$ cat config.mk
export PLATFORM = sky130hd
export DESIGN_NAME = adc_sar_result_flat
export DESIGN_NICKNAME = d
export VERILOG_FILES = /design/src/rtl/adc_sar_result_if.sv /design/src/rtl/adc_sar_result.sv /design/src/flat_wrapper.sv
export SDC_FILE = /design/constraint.sdc
export NUM_CORES = 1
export LEC_CHECK = 0
export ABC_AREA = 1
export CAP_MARGIN = 15
export CELL_PAD_IN_SITES_DETAIL_PLACEMENT = 0
export CELL_PAD_IN_SITES_GLOBAL_PLACEMENT = 2
export CORE_MARGIN = 1.5
export CORE_UTILIZATION = 37
export DETAILED_ROUTE_END_ITERATION = 6
export DONT_BUFFER_PORTS = 1
export GPL_TIMING_DRIVEN = 0
export PLACE_DENSITY = 0.79
export SYNTH_ARGS = -nofsm -noshare
export SYNTH_HDL_FRONTEND = slang
export SYNTH_SLANG_ARGS = --single-unit
$ cat constraint.sdc
create_clock -name clk -period 3 [get_ports clk]
set_input_delay 0.3 -clock clk [delete_from_list [all_inputs] [get_ports clk]]
set_output_delay 0.3 -clock clk [all_outputs]
set_load 0.01 [all_outputs]
$ cat src/rtl/adc_sar_result_if.sv
// Result-side port bundle of the SAR result buffer: head data with valid/ready,
// plus occupancy and the sticky overflow flag with its clear.
interface adc_sar_result_if #(
  parameter int N     = 8,
  parameter int DEPTH = 4
);
  logic [N-1:0]               data;
  logic                       valid;
  logic                       ready;
  logic [$clog2(DEPTH+1)-1:0] level;
  logic                       ovf;
  logic                       ovf_clr;

  modport master (output data, valid, level, ovf, input ready, ovf_clr);
  modport slave  (input data, valid, level, ovf, output ready, ovf_clr);
endinterface

$ cat src/rtl/adc_sar_result.sv
// SAR trial register driven by the sequencer state word, plus a FWFT result buffer.
// Define ADC_SAR_RESULT_FIFO_EN for a DEPTH-entry ring buffer; otherwise a single holding register.
module adc_sar_result #(
  parameter int N          = 8,
  parameter int STATE_SIZE = 4,
  parameter int DEPTH      = 4
) (
  input  logic                  clk,
  input  logic                  rst,
  input  logic                  enable,
  input  logic [STATE_SIZE-1:0] current_state,
  input  logic                  comp,
  output logic [N-1:0]          dac_code,
  adc_sar_result_if.master      res
);

  localparam logic [STATE_SIZE-1:0] S_SAMPLE       = STATE_SIZE'(1);
  localparam logic [STATE_SIZE-1:0] S_EXTRA_SAMPLE = STATE_SIZE'(2);
  localparam logic [STATE_SIZE-1:0] S_CONVERT_0    = STATE_SIZE'(3);
  localparam logic [STATE_SIZE-1:0] S_CONVERT_LAST = STATE_SIZE'(3 + N - 1);
  localparam int LW = $clog2(DEPTH + 1);
`ifdef ADC_SAR_RESULT_FIFO_EN
  localparam int CAP = DEPTH;
`else
  localparam int CAP = 1;
`endif

  logic [N-1:0]          dac_reg, dac_next;
  logic [STATE_SIZE-1:0] conv_idx;
  logic                  in_sample, in_convert, push;
  logic [N-1:0]          push_code;

  always_comb begin
    in_sample  = (current_state == S_SAMPLE) || (current_state == S_EXTRA_SAMPLE);
    in_convert = (current_state >= S_CONVERT_0) && (current_state <= S_CONVERT_LAST);
    conv_idx   = current_state - S_CONVERT_0;
    push       = enable && in_convert && (conv_idx == STATE_SIZE'(N - 1));
    push_code  = {dac_reg[N-1:1], comp};
    dac_next   = dac_reg;
    if (enable) begin
      if (in_sample) begin
        dac_next = {1'b1, {(N-1){1'b0}}};
      end else if (in_convert) begin
        // Resolve the bit under test and raise the next trial bit.
        for (int b = 0; b < N; b++) begin
          if (int'(conv_idx) == N - 1 - b)
            dac_next[b] = comp;
          else if (int'(conv_idx) == N - 2 - b)
            dac_next[b] = 1'b1;
        end
      end
    end
  end

  always_ff @(posedge clk or posedge rst) begin
    if (rst) dac_reg <= '0;
    else     dac_reg <= dac_next;
  end

  logic [LW-1:0] count_reg, count_next;
  logic [N-1:0]  data_reg, data_next;
  logic          valid_reg, ovf_reg;
  logic          full, pop, push_ok, ovf_set;

  always_comb begin
    full       = (count_reg == LW'(CAP));
    pop        = valid_reg && res.ready;
    push_ok    = push && (!full || pop);
    ovf_set    = push && full && !pop;
    count_next = count_reg + LW'(push_ok) - LW'(pop);
  end

`ifdef ADC_SAR_RESULT_FIFO_EN
  localparam int AW = $clog2(DEPTH);
  logic [N-1:0]  mem [DEPTH];
  logic [AW-1:0] wr_ptr_reg, rd_ptr_reg, rd_ptr_inc;

  always_ff @(posedge clk) begin
    if (push_ok) mem[wr_ptr_reg] <= push_code;
  end

  // The head is kept in data_reg so it is ready the cycle valid rises.
  always_comb begin
    rd_ptr_inc = rd_ptr_reg + AW'(1);
    data_next  = data_reg;
    if (count_reg == '0) begin
      if (push_ok) data_next = push_code;
    end else if (pop) begin
      if (count_reg == LW'(1)) begin
        if (push_ok) data_next = push_code;
      end else begin
        data_next = mem[rd_ptr_inc];
      end
    end
  end

  always_ff @(posedge clk or posedge rst) begin
    if (rst) begin
      wr_ptr_reg <= '0;
      rd_ptr_reg <= '0;
    end else begin
      if (push_ok) wr_ptr_reg <= wr_ptr_reg + AW'(1);
      if (pop)     rd_ptr_reg <= rd_ptr_inc;
    end
  end
`else
  always_comb begin
    data_next = push_ok ? push_code : data_reg;
  end
`endif

  always_ff @(posedge clk or posedge rst) begin
    if (rst) begin
      count_reg <= '0;
      data_reg  <= '0;
      valid_reg <= 1'b0;
      ovf_reg   <= 1'b0;
    end else begin
      count_reg <= count_next;
      data_reg  <= data_next;
      valid_reg <= (count_next != '0);
      if (ovf_set)          ovf_reg <= 1'b1;
      else if (res.ovf_clr) ovf_reg <= 1'b0;
    end
  end

  assign dac_code  = dac_reg;
  assign res.data  = data_reg;
  assign res.valid = valid_reg;
  assign res.level = count_reg;
  assign res.ovf   = ovf_reg;

endmodule

$ cat src/flat_wrapper.sv
// flat-port wrapper written by rule: the top's interface ports become plain ports
module adc_sar_result_flat 
#(
  parameter int N          = 8,
  parameter int STATE_SIZE = 4,
  parameter int DEPTH      = 4
)
  (clk, rst, enable, current_state, comp, dac_code, res_data, res_valid, res_level, res_ovf, res_ready, res_ovf_clr);
  adc_sar_result_if #(.N(N), .DEPTH(DEPTH)) res_i ();
  input  logic clk;
  input  logic rst;
  input  logic enable;
  input  logic [STATE_SIZE-1:0] current_state;
  input  logic comp;
  output logic [N-1:0] dac_code;
  output wire logic [$bits(res_i.data)-1:0] res_data;
  output wire logic [$bits(res_i.valid)-1:0] res_valid;
  output wire logic [$bits(res_i.level)-1:0] res_level;
  output wire logic [$bits(res_i.ovf)-1:0] res_ovf;
  input wire logic [$bits(res_i.ready)-1:0] res_ready;
  input wire logic [$bits(res_i.ovf_clr)-1:0] res_ovf_clr;
  assign res_data = res_i.data;
  assign res_valid = res_i.valid;
  assign res_level = res_i.level;
  assign res_ovf = res_i.ovf;
  assign res_i.ready = res_ready;
  assign res_i.ovf_clr = res_ovf_clr;
  adc_sar_result #(.N(N), .STATE_SIZE(STATE_SIZE), .DEPTH(DEPTH)) u_core (.clk(clk), .rst(rst), .enable(enable), .current_state(current_state), .comp(comp), .dac_code(dac_code), .res(res_i));
endmodule
==> run_1/registers.png <==
Other sequential cells in the stronger grey, the rest of the logic in the fainter grey.
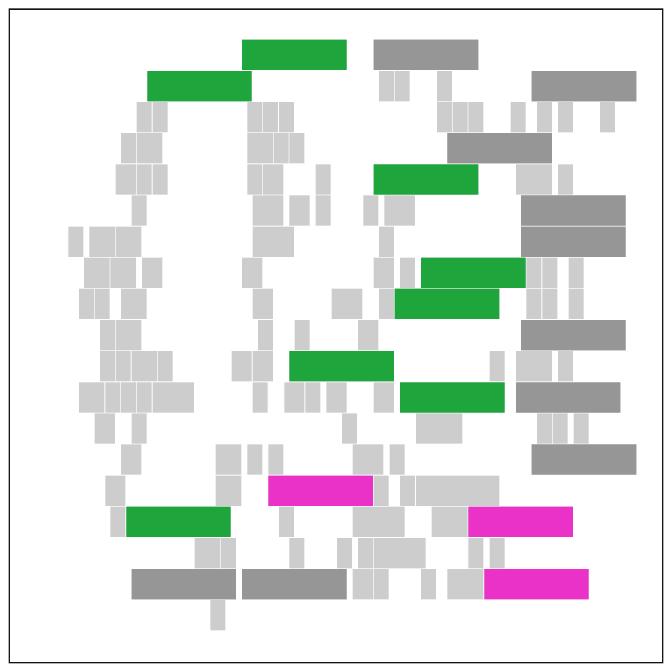
Key: magenta = `u_core.res.level` [placed flops 3]; green = `u_core.dac_code` [placed flops 8]
Another 10 sequential cells are not coloured.
Util after Layout: 41.4%
seq pwr: 0.479 mW
area taken by flip-flops and latches: 526 sq um
sequential portion of the cell area: 46.0%

==> run_1/final_congestion.png <==
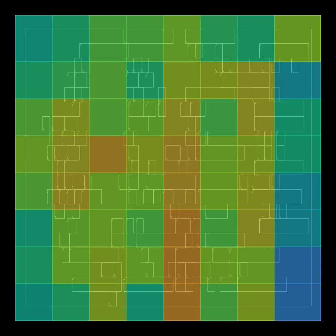
global-route usage over all layers: 15.0%
DR WL/cell: 12.6 um
GRT busiest layer: met2
met2 routing resource usage after global routing: 22.3%

==> impl_metrics.yaml, run 1 <==
# implementation run metrics
power:
  power.share.clock_pct: 16.2
  p_leak_nw: 0.611
  power.density_mw_per_mm2: 708
  switching_power_mw: 0.301
  power.share.sequential_pct: 59.2
  power.switching_fraction_pct: 37.3
cells_and_area:
  layout.area.comb_sq_um: 465
  area_growth_syn_to_layout_pct: 6.04
  clock_buffers: 4
  signal_buffers: 2
  numSequentialCells: 21
  layout.area.top_class: "registers"
  final.signal_inverter_count: 19
  finish.cell_count_without_fillers: 168
timing:
  finalHoldViolCount: 0
  worst_hold_slack_ns: 0.0273
  worst-slew-pin-transition_ns: 0.784
  setup_viol_count_final: 0
  fmax_mhz: 490
  rsz0062_at_grt: "false"
  totalNegativeSetupSlack_ns: 0
synth:
  synth_async_sr_flop_share_pct: 100
  yosys.cell_count.top_type: "sky130_fd_sc_hd__nand2_1"
  post_synth_and_or_nand_nor_area_fraction_pct: 29.8
  post_synth_instance_area_sq_mm: 0.00108
  synthesis.instances: 133
  ys_seq_share_pct: 48.8
  synth_compound_gate_area_share_pct: 7.55
  synthAdderAreaFrac_pct: 4.18
  synth-xor-area-share_pct: 1.63
  edf_count: 0
  synthDominantAreaCellType: "sky130_fd_sc_hd__dfrtp_1"
  top_cells_by_count: "sky130_fd_sc_hd__nand2_1, sky130_fd_sc_hd__dfrtp_1, sky130_fd_sc_hd__inv_1, sky130_fd_sc_hd__nand4_1, sky130_fd_sc_hd__nand3_1"
  netlist_top_cells_area: "sky130_fd_sc_hd__dfrtp_1, sky130_fd_sc_hd__nand2_1, sky130_fd_sc_hd__inv_1"
outcome:
  status: "finished, final reports clean"
drt:
  drt.antenna.violating_nets: 0
  routed-wl-met2_um: 900
  drt_drc_violations_left: 0
  drt-vias-per-instance: 4.95
setup_path:
  r2r_slack_ns: 0.96
  crit_arrival_ns: 2.23
  critical_path_required_ns: 3.19
  cp_slowest_cell: "sky130_fd_sc_hd__dfrtp_1"
  critical_path.n_buffers_inverters: 2
  worstPathCellList: "nor2_1 -> nand3_1 -> nand2_2 -> inv_2 -> ha_1 -> inv_1 -> fa_1 -> xnor2_1 -> xnor2_1 -> nor2_1 -> nand2_1"
  setup.worst_path.end: "u_core.res.valid$_DFF_PP0_"
clock_network:
  path_clk_slew_ns: 0.11
  post_cts_setup_inserts: 0
  clkSinkCount: 21
  tritoncts: "yes"
  clock_tree.buffer_depth: 2
  cts-buffers-inserted: 3
  cts.root.buffer_cell: "sky130_fd_sc_hd__clkbuf_4"
floorplanning:
  tap-cell-count: 31
  initCoreUtil_pct: 39.1
  chipArea_sq_mm: 0.00324
global_route:
  number_of_global_route_vias_before_repair: 821
  number_of_antenna_violations_at_the_first_check_in_global_routing: 0
  globalRouteOverflowTotal: 0
placement:
  gp_congestion: 0.718
  dpl.cell_count: 164
==> run_1/metal_stack.png <==
Bar = 20 um.
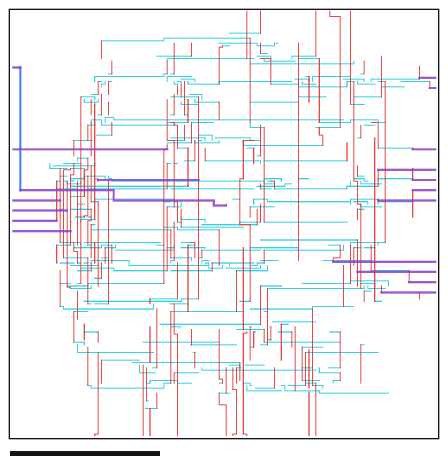
Key: red = met2 [wire length 900 um]; cyan = met1 [wire length 1050 um]; purple = met3 [wire length 152 um]; blue = met4 [wire length 16.3 um]
WL final: 2120 um
vias after detailed routing: 831

==> run_1/pins.png <==
Pins as bars across the die edge, other pins in grey.
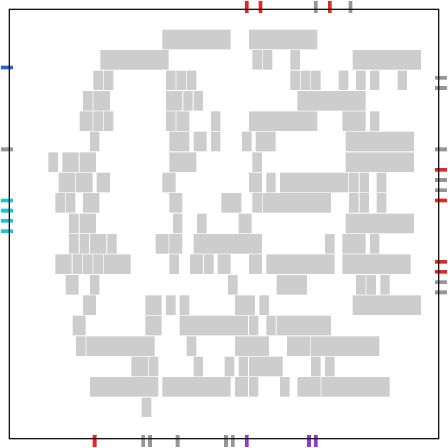
Key: blue = `clk` [pins 1, direction input, edge west]; cyan = `current_state` [pins 4, direction input, edge west]; red = `dac_code` [pins 8, direction output, edge 4 east, 3 north, 1 south]; purple = `res_level` [pins 3, direction output, edge south]
Die Span X: 57.0 um
number of buffers inserted by port buffering: 0

==> run 2, diff against run 1 <==
Settings changed: CORE_UTILIZATION 37 to 31, PLACE_DENSITY 0.79 to 0.71.
Clock period 3 ns to 1.75 ns, I/O delays scaled along.
==> impl_metrics.yaml, run 2 <==
# implementation run metrics
setup_path:
  r2r_slack_ns: -0.19
  critical_path_required_ns: 1.95
  critical_path.n_buffers_inverters: 3
  slowest_delay_ns: 0.43
  worstPathCellList: "nand2_1 -> inv_1 -> ha_1 -> inv_1 -> ha_1 -> inv_1 -> fa_2 -> xnor2_2 -> xnor2_1 -> nor2_1 -> nand2_1"
  worstPathMaxFanout: 2
  crit_arrival_ns: 2.14
  setup.worst_path.end: "u_core.res.valid$_DFF_PP0_"
  critPathKind: "register to register"
timing:
  rsz0062_at_grt: "true"
  setup_viol_count_final: 2
  worst-slew-pin-transition_ns: 0.810
  fmax_mhz: 515
  finalHoldViolCount: 0
  worst_hold_slack_ns: 0.0446
  fin_ws_ns: -0.191
  totalNegativeSetupSlack_ns: -0.368
synth:
  yosys.cell_count.top_type: "sky130_fd_sc_hd__nand2_1"
  netlist_top_cells_area: "sky130_fd_sc_hd__dfrtp_1, sky130_fd_sc_hd__nand2_1, sky130_fd_sc_hd__inv_1"
  synth.area.mux_share_pct: 0
  synth_async_sr_flop_share_pct: 100
  synthAdderAreaFrac_pct: 4.18
  ys_seq_share_pct: 48.8
  synth-xor-area-share_pct: 1.63
  post_synth_instance_area_sq_mm: 0.00108
  edf_count: 0
  postSynthAreaPerCell_sq_um: 8.10
  top_cells_by_count: "sky130_fd_sc_hd__nand2_1, sky130_fd_sc_hd__dfrtp_1, sky130_fd_sc_hd__inv_1, sky130_fd_sc_hd__nand4_1, sky130_fd_sc_hd__nand3_1"
  synthDominantAreaCellType: "sky130_fd_sc_hd__dfrtp_1"
  synthesis.instances: 133
  synth_compound_gate_area_share_pct: 7.55
  post_synth_and_or_nand_nor_area_fraction_pct: 29.8
clock_network:
  tritoncts: "yes"
  path_clk_slew_ns: 0.11
  clkSinkCount: 21
  post_cts_setup_inserts: 3
  clock_tree.buffer_depth: 2
  cts.root.buffer_cell: "sky130_fd_sc_hd__clkbuf_4"
  cts-buffers-inserted: 3
power:
  power.share.sequential_pct: 55.6
  power_sequential_mw: 0.833
  power.ir.vdd_worst_mv: 0.289
  p_leak_nw: 0.636
  power.density_mw_per_mm2: 1230
  power.share.clock_pct: 15.4
  switching_power_mw: 0.555
  power.switching_fraction_pct: 37.0
cells_and_area:
  final.signal_inverter_count: 19
  clock_buffers: 4
  seqCellArea_sq_um: 527
  layout.area.comb_sq_um: 475
  finish.cell_count_without_fillers: 188
  signal_buffers: 7
  numSequentialCells: 21
  seq_area_share_pct: 43.3
  layout.area.top_class: "registers"
  num-multi-input-gates: 91
  area_growth_syn_to_layout_pct: 13.0
flow_run:
  maxCapViolCount: 0
drt:
  drt-vias-per-instance: 4.69
  wl_met1_um: 1020
  drt_drc_violations_left: 0
  vias: 881
  drt.antenna.violating_nets: 0
  drt-total-wl_um: 2380
  routed-wl-met2_um: 1150
  wl_per_cell_um: 12.6
floorplanning:
  tap-cell-count: 46
  initCoreUtil_pct: 32.3
  placement_rows: 21
  total_i_o_pin_count: 31
  core_area_sq_mm: 0.00334
  die_x_um: 62.0
global_route:
  number_of_antenna_violations_at_the_first_check_in_global_routing: 0
  globalRouteOverflowTotal: 0
  number_of_global_route_vias_before_repair: 807
  gr-max-usage-layer: "met2"
  grt_usage_pct: 13.5
min_path:
  hold_path_end: "u_core.dac_code[7]$_DFFE_PP0P_"
placement:
  pre_cts_ws_ns: -0.312
  place.port_buffers: 0
  gp_congestion: 0.726
  dpl.cell_count: 179
outcome:
  status: "finished, violations left"
  failing_checks: "setup timing"
==> run_2/final_congestion.png <==
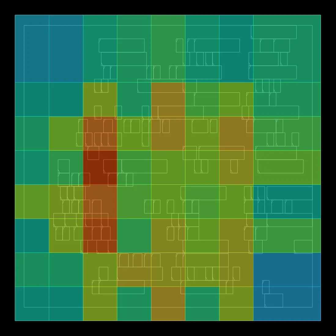
met2 routing resource usage after global routing: 22.0%
Util after Layout: 36.5%
grt met3 use: 3.52%
fraction of met1 tracks used by global routing: 16.5%

==> run 3, diff against run 2 <==
Settings changed: CELL_PAD_IN_SITES_DETAIL_PLACEMENT 0 to unset, CELL_PAD_IN_SITES_GLOBAL_PLACEMENT 2 to unset, CORE_UTILIZATION 31 to 50, GPL_ROUTABILITY_DRIVEN set to 0, PLACE_DENSITY 0.71 to 0.66.
==> impl_metrics.yaml, run 3 <==
# implementation run metrics
synth:
  synthDistinctLibCells: 20
  synth_top_flop_cell: "sky130_fd_sc_hd__dfrtp_1"
  post_synth_and_or_nand_nor_area_fraction_pct: 29.8
  top_cells_by_count: "sky130_fd_sc_hd__nand2_1, sky130_fd_sc_hd__dfrtp_1, sky130_fd_sc_hd__inv_1, sky130_fd_sc_hd__nand4_1, sky130_fd_sc_hd__nand3_1"
  post_synth_instance_area_sq_mm: 0.00108
  ys_seq_share_pct: 48.8
  synth.area.mux_share_pct: 0
  synth_compound_gate_area_share_pct: 7.55
  yosys.cell_count.top_type: "sky130_fd_sc_hd__nand2_1"
  synthesis.instances: 133
  ys_area_sq_mm: 0.00108
  synthDominantAreaCellType: "sky130_fd_sc_hd__dfrtp_1"
  syn_nets: 146
  netlist_top_cells_area: "sky130_fd_sc_hd__dfrtp_1, sky130_fd_sc_hd__nand2_1, sky130_fd_sc_hd__inv_1"
  synth_async_sr_flop_share_pct: 100
  synth_stat.cells: 133
  yosys.area.top_type_share_pct: 48.8
  edf_count: 0
  yosys_warnings: 0
  synth-xor-area-share_pct: 1.63
  postSynthAreaPerCell_sq_um: 8.10
  synthAdderAreaFrac_pct: 4.18
  synth_flops: 21
  logic_family: "simple AND/OR/NAND/NOR gates"
setup_path:
  crit_cells: 11
  critPathKind: "register to register"
  worstPathMaxFanout: 2
  worst_setup_path_startpoint: "u_core.res.valid$_DFF_PP0_"
  critical_path.n_buffers_inverters: 3
  worstSetupEndpointType: "register"
  setup.worst_path.end: "u_core.res.valid$_DFF_PP0_"
  cp_slowest_cell: "sky130_fd_sc_hd__dfrtp_1"
  cp-start-kind: "register"
  r2r_slack_ns: -0.29
  slowest_delay_ns: 0.45
  worstPathCellList: "nand2_2 -> inv_2 -> ha_4 -> inv_4 -> ha_4 -> inv_2 -> fa_2 -> xnor2_2 -> xnor2_2 -> nor2_1 -> nand2_1"
  crit_arrival_ns: 2.23
  cp_top_family: "adder cells"
  critical_path_required_ns: 1.95
  ff2ff_path_depth: 11
drt:
  routed-wl-met2_um: 1010
  wl_met1_um: 980
  initialDrtViolationCount: 9
  highest_routing_layer_actually_used: "met4"
  drt-vias-per-instance: 5.27
  pre_antenna_drt_iters: 4
  drt.antenna.violating_nets: 0
  drt_drc_violations_left: 0
  vias: 885
  wl_per_cell_um: 12.8
  dr_wl_met3_um: 146
  drt-total-wl_um: 2150
global_route:
  grtUsageMet2_pct: 29.7
  number_of_antenna_violations_at_the_first_check_in_global_routing: 0
  number_of_global_route_vias_before_repair: 810
  gr-max-usage-layer: "met2"
  grt_usage_pct: 18.9
  globalRouteOverflowTotal: 0
  met1_usage_pct: 25.8
  globalRouteMet3Util_pct: 4.91
  global_route_wire_length_before_repair_um: 3590
  largest_net_degree_at_the_start_of_global_routing: 22
cells_and_area:
  area_growth_syn_to_layout_pct: 14.3
  drive_gt1_share_pct: 21.3
  mostFrequentLayoutCell: "sky130_fd_sc_hd__nand2_1"
  seqCellArea_sq_um: 528
  layout.cells.most_common_list: "sky130_fd_sc_hd__nand2_1, sky130_fd_sc_hd__dfrtp_1, sky130_fd_sc_hd__inv_1"
  nonClkBufAreaFrac_pct: 4.07
  num-nets-final: 155
  postLayoutCellArea_sq_mm: 0.00123
  layout.area.comb_sq_um: 515
  comb_area_share_pct: 41.9
  finish.cell_count_without_fillers: 168
  signal_buffers: 6
  num-multi-input-gates: 91
  clock_buffers: 3
  numSequentialCells: 21
  area_share_clock_buf_inv_pct: 2.24
  layout.area.top_class: "registers"
  antenna_cells: 0
  final.signal_inverter_count: 19
  fill_cells: 172
floorplanning:
  core_area_sq_mm: 0.00200
  floorplan.die.height_um: 49.4
  initCoreUtil_pct: 53.8
  die_x_um: 49.4
  placement_rows: 16
  chipArea_sq_mm: 0.00244
  total_i_o_pin_count: 31
  tap-cell-count: 27
clock_network:
  htree_num_levels: 1
  cts-buffers-inserted: 3
  clkSinkCount: 21
  cts_hold_buf: 2
  clock_tree.buffer_depth: 2
  cts_repair_resize_count: 3
  path_clk_slew_ns: 0.12
  clk_latency_ns: 0.30
  tritoncts: "yes"
  cts.root.buffer_cell: "sky130_fd_sc_hd__clkbuf_4"
  post_cts_setup_inserts: 1
min_path:
  min-delay-path-class: "input port to register"
  hold_path_end: "u_core.dac_code[7]$_DFFE_PP0P_"
  holdCritStartpoint: "comp"
  holdPathStages: 2
outcome:
  status: "finished, violations left"
  failing_checks: "setup timing"
timing:
  slew_violations: 0
  fmax_mhz: 491
  slew-limit-headroom_pct: 49.0
  period_needed_ns: 2.04
  worst_hold_slack_ns: 0.0329
  fin_ws_ns: -0.288
  totalNegativeSetupSlack_ns: -0.464
  setup_viol_count_final: 2
  rsz0062_at_grt: "true"
  worst-slew-pin-transition_ns: 0.764
  finalHoldViolCount: 0
power:
  switching_power_mw: 0.617
  combPwrFrac_pct: 33.3
  cellInternalPower_mw: 0.992
  power.switching_fraction_pct: 38.3
  power.ir.vdd_worst_mv: 0.740
  power.share.sequential_pct: 52.4
  p_leak_nw: 0.639
  power.share.clock_pct: 14.2
  largestPowerGroup: "sequential cells"
  clock_power_mw: 0.229
  power.density_mw_per_mm2: 1310
flow_run:
  warning_count: 29
  maxCapViolCount: 0
placement:
  place.detailed.hpwl_um: 1610
  pre_cts_ws_ns: -0.275
  place.port_buffers: 0
  dpl.cell_count: 160
  placedInstanceArea_sq_mm: 0.00111
==> run_3/registers.png <==
Other sequential cells in the stronger grey, the rest of the logic in the fainter grey.
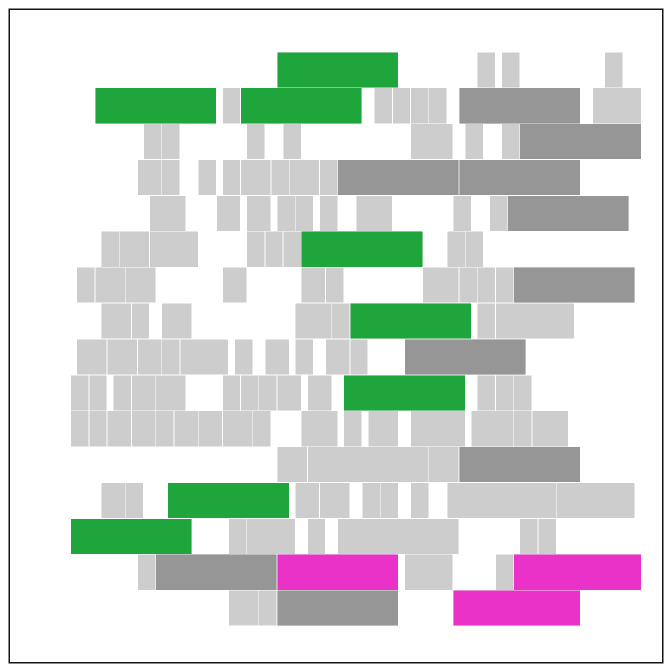
Key: magenta = `u_core.res.level` [placed flops 3]; green = `u_core.dac_code` [placed flops 8]
seq pwr: 0.844 mW
sequential portion of the cell area: 42.9%
Util after Layout: 61.5%


==> screenshots <==
Clock network drawn from the DEF.
panel A
Bar = 20 um.
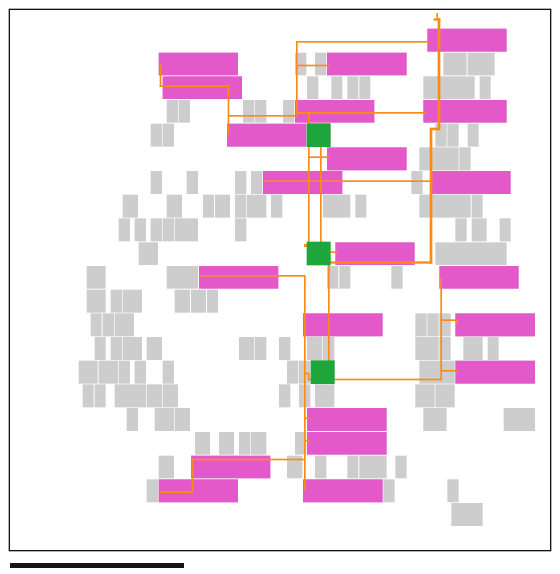
panel B
Bar = 10 um.
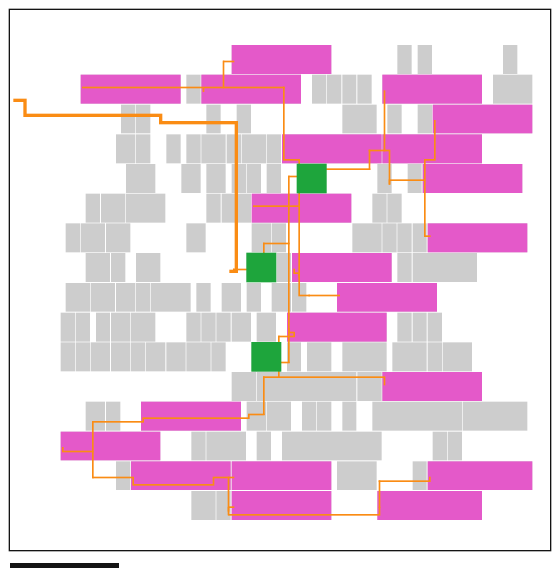
- largest die: panel A
- panel A = run 2
- panel B = run 3

Power and IR drop assume default switching activity.
